Signal wires on met3:
Scale bar: 20 um.
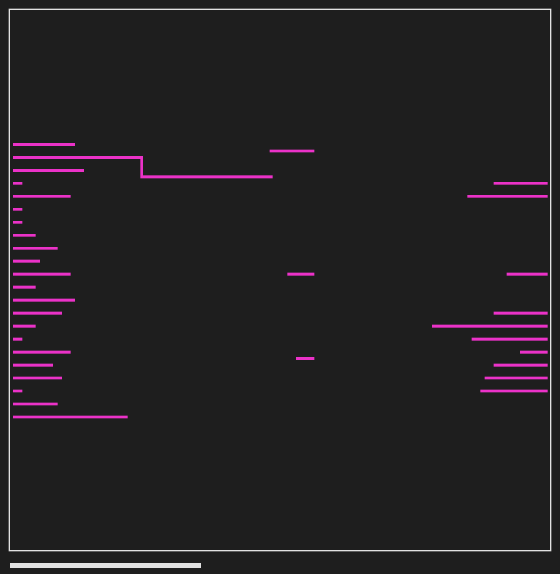
The clock network:
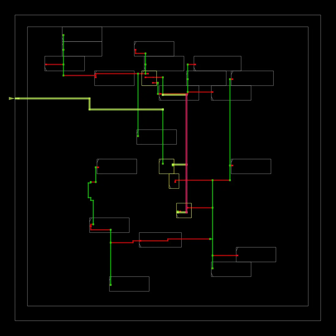
--- src/rtl/reg_write_arbiter.sv ---
// -----------------------------------------------------------------------------
// reg_write_arbiter
//
// Shares the single write port of the register file between two requesters
// (A: ALU writeback, B: load/immediate path). Arbitration is round-robin over a
// valid/grant handshake. A clear sweep writes zero to every register through
// the same write port, one address per cycle.
//
// Ports
//   CLK                 clock, all state updates on the rising edge
//   RESET               synchronous, active-low reset
//   A_REQ/A_ADDR/A_DATA port A request, destination register, write data
//   A_GNT               port A grant (combinational)
//   B_REQ/B_ADDR/B_DATA port B request, destination register, write data
//   B_GNT               port B grant (combinational)
//   CLR_REQ             request to zero all registers
//   CLR_BUSY            clear sweep in progress
//   CLR_DONE            one-cycle pulse alongside the last zero write
//   WRITE/INADDRESS/IN  registered write port into the register file
// -----------------------------------------------------------------------------
module reg_write_arbiter #(
  parameter int DATA_W = 8,
  parameter int ADDR_W = 3
) (
  input  logic              CLK,
  input  logic              RESET,
  input  logic              A_REQ,
  input  logic [ADDR_W-1:0] A_ADDR,
  input  logic [DATA_W-1:0] A_DATA,
  output logic              A_GNT,
  input  logic              B_REQ,
  input  logic [ADDR_W-1:0] B_ADDR,
  input  logic [DATA_W-1:0] B_DATA,
  output logic              B_GNT,
  input  logic              CLR_REQ,
  output logic              CLR_BUSY,
  output logic              CLR_DONE,
  output logic              WRITE,
  output logic [ADDR_W-1:0] INADDRESS,
  output logic [DATA_W-1:0] IN
);

  typedef enum logic {
    ST_ARB   = 1'b0,
    ST_CLEAR = 1'b1
  } state_e;

  localparam logic [ADDR_W-1:0] LAST_ADDR = '1;

  state_e            state_q, state_d;
  logic              prio_q,  prio_d;    // 0: A preferred on a tie
  logic [ADDR_W-1:0] cnt_q,   cnt_d;     // next address of the clear sweep
  logic              write_q, write_d;
  logic [ADDR_W-1:0] addr_q,  addr_d;
  logic [DATA_W-1:0] data_q,  data_d;
  logic              busy_q,  busy_d;
  logic              done_q,  done_d;

  logic arb_open;

  // The cycle carrying the last zero write is already in ARB, but it still
  // belongs to the sweep on the bus, so grants stay closed until the next one.
  assign arb_open = (state_q == ST_ARB) && RESET && !CLR_REQ && !done_q;

  always_comb begin
    A_GNT = arb_open && A_REQ && (!B_REQ || !prio_q);
    B_GNT = arb_open && B_REQ && (!A_REQ ||  prio_q);
  end

  // NOTE: every signal driven here gets a default first, so no path through
  // the case/if tree can leave one unassigned and infer a latch.
  always_comb begin
    state_d = state_q;
    prio_d  = prio_q;
    cnt_d   = cnt_q;
    write_d = 1'b0;
    addr_d  = addr_q;
    data_d  = data_q;
    busy_d  = busy_q;
    done_d  = 1'b0;

    unique case (state_q)
      ST_ARB: begin
        if (CLR_REQ) begin
          state_d = ST_CLEAR;
          write_d = 1'b1;
          addr_d  = '0;
          data_d  = '0;
          cnt_d   = {{(ADDR_W-1){1'b0}}, 1'b1};
          busy_d  = 1'b1;
        end else if (A_GNT) begin
          write_d = 1'b1;
          addr_d  = A_ADDR;
          data_d  = A_DATA;
          prio_d  = 1'b1;
        end else if (B_GNT) begin
          write_d = 1'b1;
          addr_d  = B_ADDR;
          data_d  = B_DATA;
          prio_d  = 1'b0;
        end
      end

      ST_CLEAR: begin
        write_d = 1'b1;
        addr_d  = cnt_q;
        data_d  = '0;
        cnt_d   = cnt_q + 1'b1;
        if (cnt_q == LAST_ADDR) begin
          state_d = ST_ARB;
          busy_d  = 1'b0;
          done_d  = 1'b1;
        end
      end

      default: state_d = ST_ARB;
    endcase
  end

  // NOTE: sequential state uses non-blocking assignments so every register
  // samples the pre-edge values, independent of statement order.
  always_ff @(posedge CLK) begin
    if (!RESET) begin
      state_q <= ST_ARB;
      prio_q  <= 1'b0;
      cnt_q   <= '0;
      write_q <= 1'b0;
      addr_q  <= '0;
      data_q  <= '0;
      busy_q  <= 1'b0;
      done_q  <= 1'b0;
    end else begin
      state_q <= state_d;
      prio_q  <= prio_d;
      cnt_q   <= cnt_d;
      write_q <= write_d;
      addr_q  <= addr_d;
      data_q  <= data_d;
      busy_q  <= busy_d;
      done_q  <= done_d;
    end
  end

  assign WRITE     = write_q;
  assign INADDRESS = addr_q;
  assign IN        = data_q;
  assign CLR_BUSY  = busy_q;
  assign CLR_DONE  = done_q;

endmodule
--- config.mk ---
export PLATFORM = sky130hd
export DESIGN_NAME = reg_write_arbiter
export DESIGN_NICKNAME = d
export VERILOG_FILES = /design/src/rtl/reg_write_arbiter.sv
export SDC_FILE = /design/constraint.sdc
export NUM_CORES = 1
export LEC_CHECK = 0
export ABC_AREA = 1
export CAP_MARGIN = 20
export CORE_MARGIN = 2
export CORE_UTILIZATION = 38
export CTS_CLUSTER_SIZE = 16
export DETAILED_ROUTE_END_ITERATION = 16
export PLACE_DENSITY = 0.75
export SYNTH_ARGS = -nofsm -noshare
export SYNTH_HDL_FRONTEND = slang
export SYNTH_SLANG_ARGS = --single-unit
--- constraint.sdc ---
create_clock -name CLK -period 1.35 [get_ports CLK]
set_input_delay 0.27 -clock CLK [delete_from_list [all_inputs] [get_ports CLK]]
set_output_delay 0.27 -clock CLK [all_outputs]
set_load 0.01 [all_outputs]
==> results.toml <==
# flow metrics
[placed_design]
preCtsSetupSlack_ps = -643
gp_routability_congestion = 0.738

[global_route]
grt.overflow.total = 0
grt_antenna_before_repair = 0
use_met1 = 0.202
grt-busiest-layer = "met2"
grt_pass1_vias = 1124

[worst_setup_path]
timing.critical_path.max_delay_family = "flip-flops"
required_ps = 1080
critPathMaxStageDelay_ps = 370
r2r_cells = 10
crit_path_start_kind = "register"
timing.critical_path.to_type = "output port"
regToRegStartpoint = "state_q$_SDFF_PN0_"
most_frequent_cp_cell = "buf_6"
cp.buffers_inverters = 4
cp.depth = 7
critical_path.max_fanout = 4
arrival_ps = 1200
reg2reg_capture_point = "IN[1]$_SDFFE_PN0P_"

[routing]
violation_tally_from_detailed_route_iteration_zero = 27
wl_um = 2920
antenna_violating_nets_left = 0
routed_wire_length_per_instance_um = 12.7
drc_errors = 0
drt_first_pass_iters = 5
route.vias.total = 1122

[timing]
count_of_endpoints_failing_setup_in_the_final_report = 12
min_tclk_post_route_ps = 1470
rel_slew_slack = 0.846
hold_slack_ps = 435
worstMarginPinSlew_ps = 230
timing.final.ws_setup_ps = -119
tns_ps = -410
period_used_share = 1.09

[power_and_ir_drop]
leakage_nw = 0.875
clk_network_pwr_share = 0.231
design_power_total_w = 0.00128
pint_w = 0.000904
pg_comb_w = 0.000379
power.switching_fraction = 0.296
clk-power_w = 0.000297
power_per_cell_area_mw_per_mm2 = 705
maxPowerGroup = "sequential cells"
vdd.ir_drop.worst_mv = 0.593
power.share.sequential = 0.473

[yosys]
aoi_share = 0.123
post-synth-top-area-fraction = 0.362
synth_top_flop_cell = "dfxtp_1"
top_cells_by_count = "20 x inv_1, 20 x nand2_1, 19 x dfxtp_1, 13 x nand3_1, 12 x nor2_1"
post_synth.cell_area_avg_um2 = 7.67
netlist.top_cell.by_area = "dfxtp_1"
yosysWarningCount = 0
synth.ff_latch_count = 19
number_of_nets_at_floorplan = 166
area_fraction_in_full_adders_half_adders_and_majority_gates = 0.0238
synth.yosys.seq_area_share = 0.362
synth_stat.cells = 137
syn-instance-count = 137
netlist-cell-type-count = 23
post_synth_mux_area_share = 0
xor_area_frac = 0
async_flop_share = 0
synth.cellmix.simpleShare = 0.364
ys_top_logic_family = "simple AND/OR/NAND/NOR gates"

[floorplanning]
floorplan.tapcells = 31
floorplan.die_area_mm2 = 0.00320
fp.dieW_um = 56.6
die_height_um = 56.6
boundaryPins = 43

[status]
failing_checks = "negative setup slack"
run_status = "finished with violations"

[final_layout]
area_delta_synth_final_pct = 73.1
non_clock_buffer_area_share = 0.341
fin_nets = 229
antenna-diode-count = 0
layout.cells.largest_class = "combinational gates"
regArea_um2 = 387
nMultiInputCombCells = 91
final_layout_top_logic_cell = "clkdlybuf4s50_1"
final_util = 0.677
seq-cell-share = 0.213
final-clk-cell-share = 0.0151
post_layout_nonfiller_instances = 230

[clock_tree]
clk_latency_ps = 310
clk_root_buffer_cell = "clkbuf_4"
clkSinkCount = 19
postCtsSetupRepairBufs = 7

[run]
drv_cap = 0

[worst_hold_path]
min_from = "CLR_REQ"
worst_hold_path.endpoint = "CLR_BUSY$_SDFFE_PN0P_"
Back to the opening pictures, 'signal wires on met3':
- longest straight run: 13.6 um
- nets with wire on the layer: 33
- wire length on this layer: 184 um

Back to the opening pictures, 'the clock network':
FFs & Latches: 19
Max Clock Skew: 14.5 ps
total clock buffers created by CTS: 3

